## config.mk

```make
export PLATFORM = sky130hd
export DESIGN_NAME = and2_bist_ctrl
export DESIGN_NICKNAME = d
export VERILOG_FILES = /design/src/rtl/and2_bist_ctrl.sv
export SDC_FILE = /design/constraint.sdc
export NUM_CORES = 1
export LEC_CHECK = 0
export CAP_MARGIN = 0
export CORE_MARGIN = 1.5
export CORE_UTILIZATION = 40
export DETAILED_ROUTE_END_ITERATION = 8
export MAX_ROUTING_LAYER = met4
export PLACE_DENSITY = 0.69
export SYNTH_ARGS = -nofsm -noshare
export SYNTH_HDL_FRONTEND = slang
export SYNTH_SLANG_ARGS = --single-unit
```

## constraint.sdc

```tcl
create_clock -name CLK -period 13.59 [get_ports CLK]
set_clock_uncertainty 0.05 [all_clocks]
set_input_delay 2.718 -clock CLK [delete_from_list [all_inputs] [get_ports CLK]]
set_output_delay 2.718 -clock CLK [all_outputs]
set_load 0.01 [all_outputs]
```

## src/rtl/and2_bist_ctrl.sv

```systemverilog
// Exhaustive 00/01/10/11 self-test sequencer for a bank of AND2 cells.
// Define AND2_BIST_FAILCAP_EN to add first-failure capture ports (fail_vec, fail_mask).
module and2_bist_ctrl #(
  parameter int N_CELLS    = 8,
  parameter int SETTLE_CYC = 4,
  parameter int ERR_W      = 8
) (
  input  logic               CLK,
  input  logic               RN,
  input  logic               start,
  input  logic [7:0]         loops,
  output logic [N_CELLS-1:0] dut_a,
  output logic [N_CELLS-1:0] dut_b,
  input  logic [N_CELLS-1:0] dut_y,
  output logic               busy,
  output logic               done,
  output logic               pass,
  output logic [ERR_W-1:0]   err_cnt
`ifdef AND2_BIST_FAILCAP_EN
  ,
  output logic [1:0]         fail_vec,
  output logic [N_CELLS-1:0] fail_mask
`endif
);

  localparam int CW = $clog2(N_CELLS + 1);
  localparam int SW = ERR_W + CW;
  localparam logic [ERR_W-1:0] ERR_MAX = '1;

  typedef enum logic [2:0] {S_IDLE, S_APPLY, S_SETTLE, S_CHECK, S_DONE} state_t;

  state_t             r_state;
  logic [7:0]         r_loops;
  logic [1:0]         r_vec;
  logic [7:0]         r_set;
  logic [N_CELLS-1:0] r_dut_a, r_dut_b;
  logic               r_busy, r_done, r_pass;
  logic [ERR_W-1:0]   r_err_cnt;

  logic [N_CELLS-1:0] w_mismatch;
  logic [CW-1:0]      w_popcnt;
  logic [SW-1:0]      w_sum;
  logic [ERR_W-1:0]   w_err_next;

  assign w_mismatch = dut_y ^ {N_CELLS{r_vec[1] & r_vec[0]}};

  always_comb begin
    w_popcnt = '0;
    for (int i = 0; i < N_CELLS; i++) w_popcnt = w_popcnt + CW'(w_mismatch[i]);
  end

  assign w_sum      = SW'(r_err_cnt) + SW'(w_popcnt);
  assign w_err_next = (w_sum > SW'(ERR_MAX)) ? ERR_MAX : w_sum[ERR_W-1:0];

`ifdef AND2_BIST_FAILCAP_EN
  logic               r_cap_done;
  logic [1:0]         r_fail_vec;
  logic [N_CELLS-1:0] r_fail_mask;

  always_ff @(posedge CLK or negedge RN) begin
    if (!RN) begin
      r_cap_done  <= 1'b0;
      r_fail_vec  <= '0;
      r_fail_mask <= '0;
    end else if (r_state == S_IDLE && start) begin
      r_cap_done  <= 1'b0;
      r_fail_vec  <= '0;
      r_fail_mask <= '0;
    end else if (r_state == S_CHECK && !r_cap_done && (|w_mismatch)) begin
      r_cap_done  <= 1'b1;
      r_fail_vec  <= r_vec;
      r_fail_mask <= w_mismatch;
    end
  end

  assign fail_vec  = r_fail_vec;
  assign fail_mask = r_fail_mask;
`endif

  always_ff @(posedge CLK or negedge RN) begin
    if (!RN) begin
      r_state   <= S_IDLE;
      r_loops   <= '0;
      r_vec     <= '0;
      r_set     <= '0;
      r_dut_a   <= '0;
      r_dut_b   <= '0;
      r_busy    <= 1'b0;
      r_done    <= 1'b0;
      r_pass    <= 1'b0;
      r_err_cnt <= '0;
    end else begin
      case (r_state)
        S_IDLE: begin
          r_dut_a <= '0;
          r_dut_b <= '0;
          if (start) begin
            r_loops   <= (loops == 8'd0) ? 8'd1 : loops;
            r_err_cnt <= '0;
            r_pass    <= 1'b0;
            r_vec     <= '0;
            r_busy    <= 1'b1;
            r_state   <= S_APPLY;
          end
        end
        S_APPLY: begin
          r_dut_a <= {N_CELLS{r_vec[1]}};
          r_dut_b <= {N_CELLS{r_vec[0]}};
          r_set   <= '0;
          r_state <= S_SETTLE;
        end
        S_SETTLE: begin
          if (r_set == 8'(SETTLE_CYC - 1)) r_state <= S_CHECK;
          else                             r_set   <= r_set + 8'd1;
        end
        S_CHECK: begin
          r_err_cnt <= w_err_next;
          if (r_vec == 2'd3 && r_loops == 8'd1) begin
            // pass reflects the count including this final check
            r_done  <= 1'b1;
            r_pass  <= (w_err_next == '0);
            r_dut_a <= '0;
            r_dut_b <= '0;
            r_state <= S_DONE;
          end else begin
            if (r_vec == 2'd3) r_loops <= r_loops - 8'd1;
            r_vec   <= r_vec + 2'd1;
            r_state <= S_APPLY;
          end
        end
        S_DONE: begin
          r_done  <= 1'b0;
          r_busy  <= 1'b0;
          r_state <= S_IDLE;
        end
        default: r_state <= S_IDLE;
      endcase
    end
  end

  assign dut_a   = r_dut_a;
  assign dut_b   = r_dut_b;
  assign busy    = r_busy;
  assign done    = r_done;
  assign pass    = r_pass;
  assign err_cnt = r_err_cnt;

endmodule

```

Fig. 1: routed clock nets over the placement
(3 px per um)
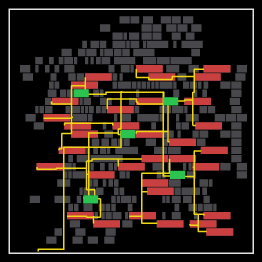
Key: green = cells driving clock nets [count 5]; red = flip-flops [count 34]; yellow = clock wires [length 530 um]
There are 6 routed clock nets.
worst skew pair latency: 300 ps
Clk power: 96.4 uW

Fig. 2: wiring by layer
(4 px per um)
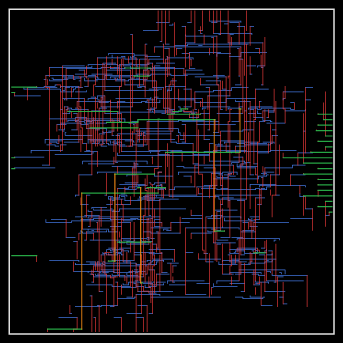
Key: blue = met1 [wire length 2370 um]; red = met2 [wire length 2230 um]; green = met3 [wire length 245 um]; orange = met4 [wire length 118 um]
via count of the routed design: 1956
average routed wire per standard cell: 13.6 um
aggregate global-route resource usage: 17.9%
routed wire length: 4970 um

==> flow.log <==
[report] implementation figures
[metrics] status: completed
[metrics] Net Count, Synth: 297
[metrics] number of gates resized after cts: 0
[metrics] portion of total power attributed to the clock network: 14.3%
[metrics] power drawn by the combinational cells: 409 uW
[metrics] most common cell type on the critical path: sky130_fd_sc_hd__fa_1
[metrics] number of clock buffers inserted by TritonCTS: 5
[metrics] buffer cell driving the clock tree root: sky130_fd_sc_hd__clkbuf_8
[metrics] final total power: 674 uW
[metrics] fraction of layout instances using a drive strength above 1: 7.93%
[metrics] Final setup viols: 0
[metrics] vias in the first global route: 1894
[metrics] startpoint of the worst setup timing path: dut_y[0]
[metrics] die extent in y: 80.8 um
[metrics] GP Congestion: 0.795
[metrics] layer with the highest usage after global routing: met2
[metrics] worst-case vdd ir drop: 0.000126 V
[metrics] Die Footprint: 6530 um2
[metrics] critical path fanouts, max: 8
[metrics] Max Slew Vio Count: 0
[metrics] cell family with the largest share of critical-path delay: adder cells
[metrics] # Cells Yosys: 263
[metrics] power dissipated by switching net loads: 289 uW
[metrics] setup ws final: 6950 ps
[metrics] leftover overflow at the end of global routing: 0
[metrics] CTS clk-pin slew, worst paths: 70 ps
[metrics] initial antenna violation count: 0
[metrics] Power Sequential: 169 uW
[metrics] part of the power in combinational logic: 60.6%
[metrics] slew of the pin with the lowest slew margin: 702 ps
[metrics] data arrival at the endpoint of the critical path: 6800 ps
[metrics] Met1 Routed Length: 2370 um
[metrics] worst-case reg-to-reg path depth: 15
[metrics] number of buffer and inverter instances along the worst setup path: 4
[metrics] worst min-delay path category: reg2reg
[metrics] total number of H-tree levels: 2
[metrics] period utilisation layout: 48.9%
[metrics] dominant register cell: sky130_fd_sc_hd__dfrtp_1
[metrics] number of storage elements in the synthesis netlist: 34
[metrics] Crit Reg-Reg Startpoint: r_vec[0]
[metrics] Post-Route Hold Slack: 472 ps
[metrics] cell at the slowest stage of the critical path: sky130_fd_sc_hd__fa_1
[metrics] met2 track utilization from global routing: 26.4%
[metrics] met1 layer usage reported by global route: 23.9%
[metrics] mean cell area of the mapped netlist: 9.21 um2
[metrics] Switching Fraction: 42.9%
[metrics] sum of net half-perimeters after detailed placement: 3630 um
[metrics] instance area at placement: 2790 um2
[metrics] Mapped Cells: 263
[metrics] CP Depth: 15
[metrics] Init Core Util: 41.1%
[metrics] count of max-cap constraint violations: 0
[metrics] nature of the critical path startpoint: input pin
[metrics] cell area after synthesis: 2420 um2
[metrics] highest cell delay on the worst timing path: 550 ps
[metrics] fraction of the mapped netlist area in adder cells: 9.30%
[metrics] post-route insts no fill: 365
[metrics] worst hold endpoint: err_cnt[2]
[metrics] DRC violations left: 0
[metrics] proportion of synthesized area in mux cells: 0.879%
[metrics] Area Overhead vs Synth: 19.8%
[metrics] DR WL met3: 244 um
[metrics] hold violation total from the final report: 0
[metrics] number of enable flip-flop cells: 0
[metrics] Layout fillers: 550
[metrics] worst setup path class: in2reg
[metrics] Synth Area in Compound Gates: 19.6%
[metrics] number of antenna-violating nets in the routed design: 0
-- synth_stat cells, types with 2 or more instances --
| library cell | n | area share, % |
|---|---|---|
| sky130_fd_sc_hd__a22o_1 | 2 | 0.72 |
| sky130_fd_sc_hd__xnor2_1 | 5 | 1.8 |
| sky130_fd_sc_hd__nand3b_1 | 2 | 0.62 |
| sky130_fd_sc_hd__fa_1 | 5 | 4.1 |
| sky130_fd_sc_hd__xor2_1 | 11 | 4.0 |
| sky130_fd_sc_hd__nor3_1 | 9 | 1.9 |
| sky130_fd_sc_hd__o22ai_1 | 2 | 0.52 |
| sky130_fd_sc_hd__a22oi_1 | 2 | 0.62 |
| sky130_fd_sc_hd__a21oi_1 | 16 | 3.3 |
| sky130_fd_sc_hd__a32oi_1 | 2 | 0.72 |
| sky130_fd_sc_hd__nand2b_1 | 3 | 0.78 |
| sky130_fd_sc_hd__a31oi_1 | 3 | 0.78 |
| sky130_fd_sc_hd__clkbuf_1 | 5 | 0.78 |
| sky130_fd_sc_hd__nor2_1 | 20 | 3.1 |
| sky130_fd_sc_hd__inv_1 | 14 | 2.2 |
| sky130_fd_sc_hd__nor4b_1 | 2 | 0.72 |
| sky130_fd_sc_hd__o31ai_1 | 2 | 0.62 |
| sky130_fd_sc_hd__nor2b_1 | 4 | 1.0 |
| sky130_fd_sc_hd__dfrtp_1 | 34 | 35 |
| sky130_fd_sc_hd__buf_6 | 4 | 1.9 |
| sky130_fd_sc_hd__nand3_1 | 7 | 1.4 |
| sky130_fd_sc_hd__and3_1 | 3 | 0.78 |
| sky130_fd_sc_hd__a21o_1 | 2 | 0.62 |
| sky130_fd_sc_hd__nand4_1 | 5 | 1.3 |
| sky130_fd_sc_hd__nand2_1 | 20 | 3.1 |
| sky130_fd_sc_hd__o21bai_1 | 2 | 0.62 |
| sky130_fd_sc_hd__a211oi_1 | 5 | 1.6 |
| sky130_fd_sc_hd__o21ai_0 | 17 | 3.5 |
| sky130_fd_sc_hd__buf_2 | 3 | 0.62 |
| sky130_fd_sc_hd__ha_1 | 10 | 5.2 |
| sky130_fd_sc_hd__buf_4 | 15 | 4.7 |
| sky130_fd_sc_hd__o21ai_1 | 2 | 0.41 |
-- layout by cell type, fill, tap and decap left out, types with 7 or more instances in the layout --
master and count:
sky130_fd_sc_hd__dfrtp_1 34, sky130_fd_sc_hd__xor2_1 11, sky130_fd_sc_hd__o21ai_0 17, sky130_fd_sc_hd__nor3_1 9
sky130_fd_sc_hd__a21oi_1 16, sky130_fd_sc_hd__inv_1 14, sky130_fd_sc_hd__ha_1 10, sky130_fd_sc_hd__nor2_1 20
sky130_fd_sc_hd__nand3_1 7, sky130_fd_sc_hd__clkdlybuf4s50_1 45, sky130_fd_sc_hd__nand2_1 20
-- layout make-up --
type / count / area [um2] / share of cell area [%]
multi-input cells: 188 / 1330 / 45.7
well taps: 75 / 93.8 / 3.23
inverters: 14 / 52.6 / 1.81
repair buffers: 47 / 465 / 16.0
clock buffers: 6 / 82.6 / 2.85
flip-flops and latches: 34 / 851 / 29.3
clock inverters: 1 / 30.0 / 1.03
Power and IR drop assume default switching activity.
